**config.mk**
```make
export PLATFORM = sky130hd
export DESIGN_NAME = cam_cfg_sequencer
export DESIGN_NICKNAME = d
export VERILOG_FILES = /design/src/rtl/cam_cfg_sequencer.sv
export SDC_FILE = /design/constraint.sdc
export NUM_CORES = 1
export LEC_CHECK = 0
export CAP_MARGIN = 20
export CORE_MARGIN = 1.5
export CORE_UTILIZATION = 35
export CTS_CLUSTER_DIAMETER = 200
export DETAILED_ROUTE_END_ITERATION = 8
export GPL_TIMING_DRIVEN = 1
export SLEW_MARGIN = 20
export SYNTH_ARGS = -nofsm -noshare
export SYNTH_HDL_FRONTEND = slang
export SYNTH_SLANG_ARGS = --single-unit
```
**constraint.sdc**
```tcl
create_clock -name sysClk -period 3.7 [get_ports sysClk]
set_input_delay 0.555 -clock sysClk [delete_from_list [all_inputs] [get_ports sysClk]]
set_output_delay 0.555 -clock sysClk [all_outputs]
set_load 0.01 [all_outputs]
```
**src/rtl/cam_cfg_sequencer.sv**
```systemverilog
// Expands one camera configuration instruction into a stream of 3-byte sensor register
// writes over a valid/ready byte interface. It also keeps per-camera format state and raises trigger pulses.
module cam_cfg_sequencer #(
   parameter int NUM_CAMS = 2,
   parameter int CAM_W    = 1,
   parameter int TIMEOUT  = 4096
) (
   input  logic                  sysClk,
   input  logic                  rst_n,
   input  logic [7:0]            cmd_addr,
   input  logic [63:0]           cmd_data,
   input  logic                  cmd_valid,
   output logic                  cmd_ready,
   output logic [7:0]            i2c_byte,
   output logic                  i2c_valid,
   input  logic                  i2c_ready,
   output logic                  i2c_frame_last,
   output logic [CAM_W-1:0]      i2c_cam,
   output logic [2*NUM_CAMS-1:0] compression,
   output logic [NUM_CAMS-1:0]   rgb,
   output logic                  trigger,
   output logic [CAM_W-1:0]      trigger_cam,
   output logic [15:0]           trigger_index,
   output logic [9:0]            timestamp,
   output logic                  done,
   output logic                  error
);

   localparam int STALL_W = (TIMEOUT > 1) ? $clog2(TIMEOUT + 1) : 1;
   localparam logic [STALL_W-1:0] STALL_LIM = STALL_W'((TIMEOUT > 0) ? TIMEOUT - 1 : 0);
   localparam bit TO_EN = (TIMEOUT > 0);
   localparam logic [4:0] NUM_CAMS_L = 5'(NUM_CAMS);

   localparam logic [3:0] OP_TRIGGER = 4'd1;
   localparam logic [3:0] OP_TIMING  = 4'd2;
   localparam logic [3:0] OP_WINDOW  = 4'd3;
   localparam logic [3:0] OP_FORMAT  = 4'd4;

   typedef enum logic [1:0] {S_IDLE, S_TRIG, S_EMIT, S_FIN} state_t;
   state_t r_state, w_next;

   logic                  r_live;
   logic [62:0]           r_data;
   logic [3:0]            r_cam;
   logic                  r_window;
   logic                  r_err;
   logic [4:0]            r_cnt;
   logic [1:0]            r_phase;
   logic [STALL_W-1:0]    r_stall;
   logic [2*NUM_CAMS-1:0] r_comp;
   logic [NUM_CAMS-1:0]   r_rgb;
   logic [15:0]           r_trigIdx;
   logic [9:0]            r_ts;
   logic [CAM_W-1:0]      r_trigCam;

   logic [3:0] w_reqCam;
   logic [3:0] w_reqOp;
   logic       w_accept;
   logic       w_bad;
   logic       w_hs;
   logic       w_stall;
   logic       w_finalHs;
   logic       w_timeout;
   logic [4:0] w_lastIdx;
   logic [7:0] w_byte;
   logic       w_unused;

   assign w_reqCam  = cmd_addr[7:4];
   assign w_reqOp   = cmd_addr[3:0];
   assign w_accept  = cmd_valid & cmd_ready;
   assign w_bad     = ({1'b0, w_reqCam} >= NUM_CAMS_L) ||
                      (w_reqOp == 4'd0) || (w_reqOp > OP_FORMAT);
   assign w_hs      = (r_state == S_EMIT) & i2c_ready;
   assign w_stall   = (r_state == S_EMIT) & ~i2c_ready;
   assign w_lastIdx = r_window ? 5'd11 : 5'd20;
   assign w_finalHs = w_hs & (r_cnt == w_lastIdx);
   assign w_timeout = TO_EN & w_stall & (r_stall == STALL_LIM);
   assign w_unused  = cmd_data[63];

   always_ff @(posedge sysClk or negedge rst_n) begin
      if (!rst_n) r_state <= S_IDLE;
      else        r_state <= w_next;
   end

   always_comb begin
      w_next = r_state;
      case (r_state)
         S_IDLE: begin
            if (w_accept) begin
               if (w_bad)                        w_next = S_FIN;
               else if (w_reqOp == OP_TRIGGER)   w_next = S_TRIG;
               else if (w_reqOp == OP_FORMAT)    w_next = S_FIN;
               else                              w_next = S_EMIT;
            end
         end
         S_TRIG:  w_next = S_FIN;
         S_EMIT:  if (w_finalHs || w_timeout) w_next = S_FIN;
         S_FIN:   w_next = S_IDLE;
         default: w_next = S_IDLE;
      endcase
   end

   // r_live holds cmd_ready low while reset is asserted and for the first edge after release
   always_comb begin
      cmd_ready = 1'b0;
      i2c_valid = 1'b0;
      trigger   = 1'b0;
      done      = 1'b0;
      error     = 1'b0;
      case (r_state)
         S_IDLE:  cmd_ready = r_live;
         S_TRIG:  trigger   = 1'b1;
         S_EMIT:  i2c_valid = 1'b1;
         S_FIN: begin
            done  = ~r_err;
            error = r_err;
         end
         default: cmd_ready = 1'b0;
      endcase
   end

   always_ff @(posedge sysClk or negedge rst_n) begin
      if (!rst_n) begin
         r_live   <= 1'b0;
         r_data   <= '0;
         r_cam    <= '0;
         r_window <= 1'b0;
         r_err    <= 1'b0;
         r_cnt    <= '0;
         r_phase  <= '0;
         r_stall  <= '0;
      end else begin
         r_live <= 1'b1;
         if (w_accept) begin
            r_data   <= cmd_data[62:0];
            r_cam    <= w_reqCam;
            r_window <= (w_reqOp == OP_WINDOW);
            r_err    <= w_bad;
            r_cnt    <= '0;
            r_phase  <= '0;
            r_stall  <= '0;
         end else if (r_state == S_EMIT) begin
            if (w_hs) begin
               r_cnt   <= r_cnt + 5'd1;
               r_phase <= (r_phase == 2'd2) ? 2'd0 : r_phase + 2'd1;
               r_stall <= '0;
            end else begin
               r_stall <= r_stall + 1'b1;
            end
            if (w_timeout) r_err <= 1'b1;
         end
      end
   end

   always_ff @(posedge sysClk or negedge rst_n) begin
      if (!rst_n) begin
         r_comp    <= '0;
         r_rgb     <= '0;
         r_trigIdx <= '0;
         r_ts      <= '0;
         r_trigCam <= '0;
      end else if (w_accept && !w_bad) begin
         if (w_reqOp == OP_TIMING || w_reqOp == OP_FORMAT) begin
            for (int k = 0; k < NUM_CAMS; k++) begin
               if (w_reqCam == 4'(k)) begin
                  r_rgb[k]        <= cmd_data[2];
                  r_comp[2*k +: 2] <= cmd_data[1:0];
               end
            end
         end
         if (w_reqOp == OP_TRIGGER) begin
            r_trigIdx <= cmd_data[16:1];
            r_ts      <= cmd_data[26:17];
            r_trigCam <= CAM_W'(w_reqCam);
         end
      end
   end

   // Byte tables: each group of three is register address, data high, data low
   always_comb begin
      w_byte = 8'h00;
      if (r_window) begin
         case (r_cnt)
            5'd0:    w_byte = 8'h01;
            5'd1:    w_byte = {5'b0, r_data[10:8]};
            5'd2:    w_byte = r_data[7:0];
            5'd3:    w_byte = 8'h02;
            5'd4:    w_byte = {4'b0, r_data[22:19]};
            5'd5:    w_byte = r_data[18:11];
            5'd6:    w_byte = 8'h03;
            5'd7:    w_byte = {5'b0, r_data[33:31]};
            5'd8:    w_byte = r_data[30:23];
            5'd9:    w_byte = 8'h04;
            5'd10:   w_byte = {4'b0, r_data[45:42]};
            5'd11:   w_byte = r_data[41:34];
            default: w_byte = 8'h00;
         endcase
      end else begin
         case (r_cnt)
            5'd0:    w_byte = 8'h08;
            5'd1:    w_byte = 8'h00;
            5'd2:    w_byte = {4'h0, r_data[22:19]};
            5'd3:    w_byte = 8'h09;
            5'd4:    w_byte = r_data[18:11];
            5'd5:    w_byte = r_data[10:3];
            5'd6:    w_byte = 8'h0C;
            5'd7:    w_byte = {3'b0, r_data[35:31]};
            5'd8:    w_byte = r_data[30:23];
            5'd9:    w_byte = 8'h22;
            5'd10:   w_byte = 8'h00;
            5'd11:   w_byte = {2'b0, r_data[37:36], 4'h0};
            5'd12:   w_byte = 8'h23;
            5'd13:   w_byte = 8'h00;
            5'd14:   w_byte = {2'b0, r_data[39:38], 4'h0};
            5'd15:   w_byte = 8'h05;
            5'd16:   w_byte = {4'h0, r_data[51:48]};
            5'd17:   w_byte = r_data[47:40];
            5'd18:   w_byte = 8'h06;
            5'd19:   w_byte = {5'b0, r_data[62:60]};
            5'd20:   w_byte = r_data[59:52];
            default: w_byte = 8'h00;
         endcase
      end
   end

   assign i2c_byte       = i2c_valid ? w_byte : 8'h00;
   assign i2c_frame_last = i2c_valid & (r_phase == 2'd2);
   assign i2c_cam        = CAM_W'(r_cam);
   assign compression    = r_comp;
   assign rgb            = r_rgb;
   assign trigger_index  = r_trigIdx;
   assign timestamp      = r_ts;
   assign trigger_cam    = r_trigCam;

endmodule

```
Figure 1. Local utilization.
14 x 14 tiles, from white (low) to dark blue (high), 0 to 100% covered.
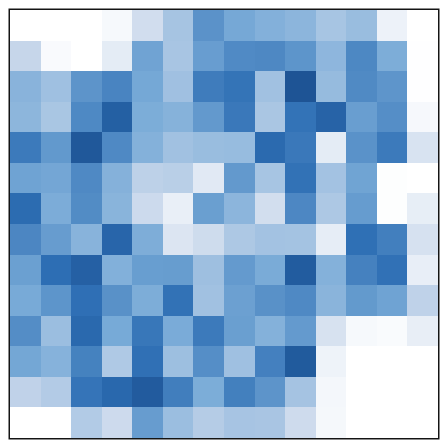
emptiest ninth of the die	south-east
fullest tile	85%
nearly empty tiles	11%
tiles over 75% full	7.1%
densest ninth of the die	west
mean over tiles	43%
FP Util: 0.357
Final Util: 0.472

Figure 2. The metal 2 layer.
Cells faint in the background.
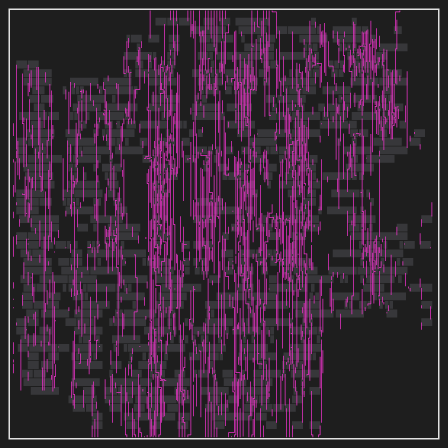
wire length on this layer	8720 microns
main direction	vertical
longest straight run	48.6 microns
nets with wire on the layer	729
vias: 5317
met2 usage: 0.338
DRT Wirelength: 18100 microns

Figure 3. Placement view.
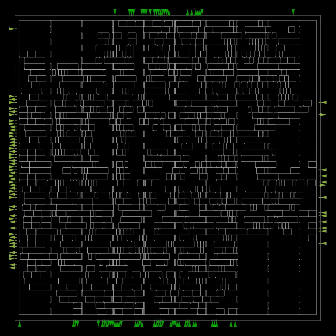
fraction of area in registers: 0.375
Tapcells: 225
core region area: 17200 sq um

Figure 4. Met1 routing.
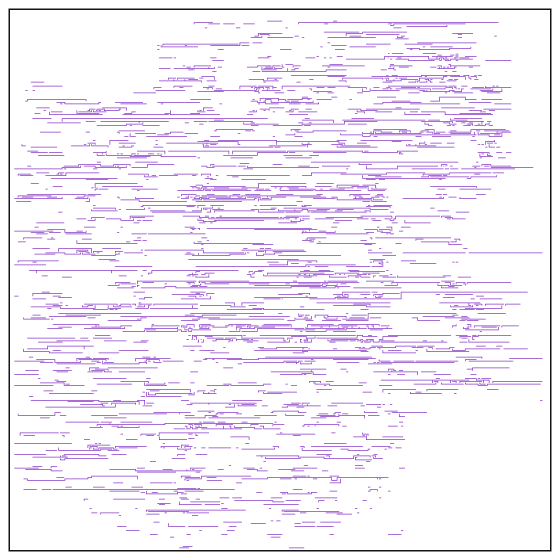
share of all routed wire	44%
nets with wire on the layer	772
wire length on this layer	8050 microns
grt met1 use: 0.274

Figure 5. Register map, names as in the netlist.
Other sequential cells in the stronger grey, the rest of the logic in the fainter grey.
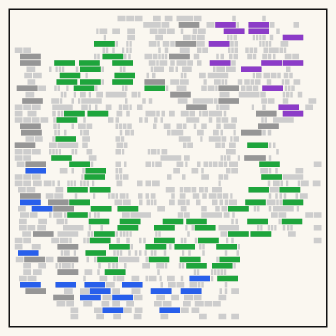
netlist name	colour	sequential cells
trigger_index	blue	16
r_stall	purple	13
r_data	green	63
not coloured	30
FF/Latch Area: 3050 sq um
Seq. pwr: 0.00222 W

==> metrics.cfg <==
[cells_and_area]
inv_count = 9
mostFrequentLayoutCell = nand2_1
drive_gt1_frac = 0.129
logic_area_sq_um = 2900
seq_cells = 122
diodes = 0
final_cells = 1024
layout.cells.most_common_list = 229 x nand2_1, 121 x dfrtp_1, 121 x clkdlybuf4s50_1, 40 x mux2_2
sh_comb_area = 0.357
fin_nets = 874
syn_to_final_growth_pct = 32.3
clock_buffers = 17
stdcell_area_sq_um = 8140
largest_reg_flops = 63
fillCellCount = 1609
nonClkBufAreaFrac = 0.164
comb.multi_input.count = 501
signal_buffers = 136

[synthesis]
common_cells = 230 x nand2_1, 122 x dfrtp_1, 40 x mux2_2
synth_seq_share = 0.496
synth_cell_types = 61
synth.area.mux_share = 0.0814
synth-async-reset-ratio = 1.00
synth-main-ff-cell = dfrtp_1
syn-mean-instance-area_sq_um = 9.15
top_cell = nand2_1
compound_area_frac = 0.113
yosys-stat-area_sq_um = 6150
netlist_instances = 672
fa_ha_area_frac = 0.0224
yosysTopAreaCellShare = 0.496
yosysTopAreaCell = dfrtp_1
synth-xor-area-share = 0.00712
synthTopCellsByArea = dfrtp_1 50%, nand2_1 14%, mux2_2 7.3%, a21oi_1 2.4%, ha_1 2.2%
ys_ff = 122
yosys_cells = 672
syn_area_sq_um = 6150
ys.warnings.count = 0
synth.net_count = 759

[clock_network]
clkTransAtPathRegs_ns = 0.06
cts_tree = built
hold_buffers = 0
cts.repair.resized = 0
clock.latency.late_pin_ns = 0.42
clock_sinks = 122
cts_setup_buffers = 0
clock_path_buffers = 2
cts-htree-levels = 4
cts_buffers = 17

[route]
first_iter_violations = 298
drcViolationCount = 0
drt-met1-wl_microns = 8050
postRouteAntennaNets = 0
wl_met3_microns = 1060
dr.pass1.iters = 5
viasPerCell = 5.19
top_layer_used = met4
route.met2.wl_microns = 8720

[worst_setup_path]
critical_path.max_stage_delay_ns = 0.50
end_kind = primary output
slowest_stage = clkdlybuf4s50_1
reg2regPathDepth = 7
worst-path-buf-inv = 4
worstReg2RegEnd = r_stall[9]$_DFFE_PN0P_
crit_path_max_fanout = 8
cp-endpoint = i2c_byte[3]
crit_path_start_kind = flip-flop
worst_ep_arrival_time_ns = 2.97
reg2reg_from = r_state[0]$_DFFE_PN0P_
crit_required_ns = 3.14
regToRegSetupSlack_ns = 1.11
cp.depth = 10
path_common_cell = buf_4
critPathKind = flip-flop to primary output
path_delay_family = buffers and inverters
worstPathCellList = inv_1 > ha_1 > buf_4 > nor4bb_2 > buf_4 > a32oi_1 > o21ai_1 > a2111oi_2 > a21oi_1 > clkdlybuf4s50_1

[final_timing]
setup_violations = 0
fin_hold_ws_ns = 0.182
hold_viol_final = 0
worstMarginPinSlew_ns = 0.889
timing.slew.headroom = 0.407
setup_tns_ns = 0
fin_skew_ns = 0.00625
fmax_mhz = 284
maxSlewViolCount = 0
min_period_over_period = 0.953
min_period_ns = 3.53
rsz0062_at_grt = false

[placed_design]
gp_congestion = 0.906
hpwl_microns = 13000
place_inst = 993
io_buffer_count = 122
place_area_sq_um = 7580
dp_slack_ns = 0.539

[pwr]
clockPowerShare = 0.260
p_leak_nw = 3.76
peakVddDrop_uv = 402
total_power_w = 0.00566
seq_power_share = 0.393
pg_clk_w = 0.00147
comb_power_share = 0.347
top_power_group = registers
p_int_w = 0.00348
swShare = 0.384
switchingPower_w = 0.00217
power.density_nw_per_um2 = 695

[grt]
grt_max_degree = 89
antenna_found_initial = 0
gr-total-overflow = 0
grt_pass1_wl_microns = 29700
busiest_layer = met2
grt_pass1_vias = 5595
grtUsageMet3 = 0.0591

[min_path]
hold_path.class = input pin to asynchronous set/reset pin

[floorplanning]
ios = 124
dieArea_sq_um = 18400
die-width_microns = 136
die_y_microns = 136

[run]
warning_count = 34
max_cap_violations = 0

[run_status]
status = finished, final reports clean

Power is estimated from default activity; no workload was simulated.
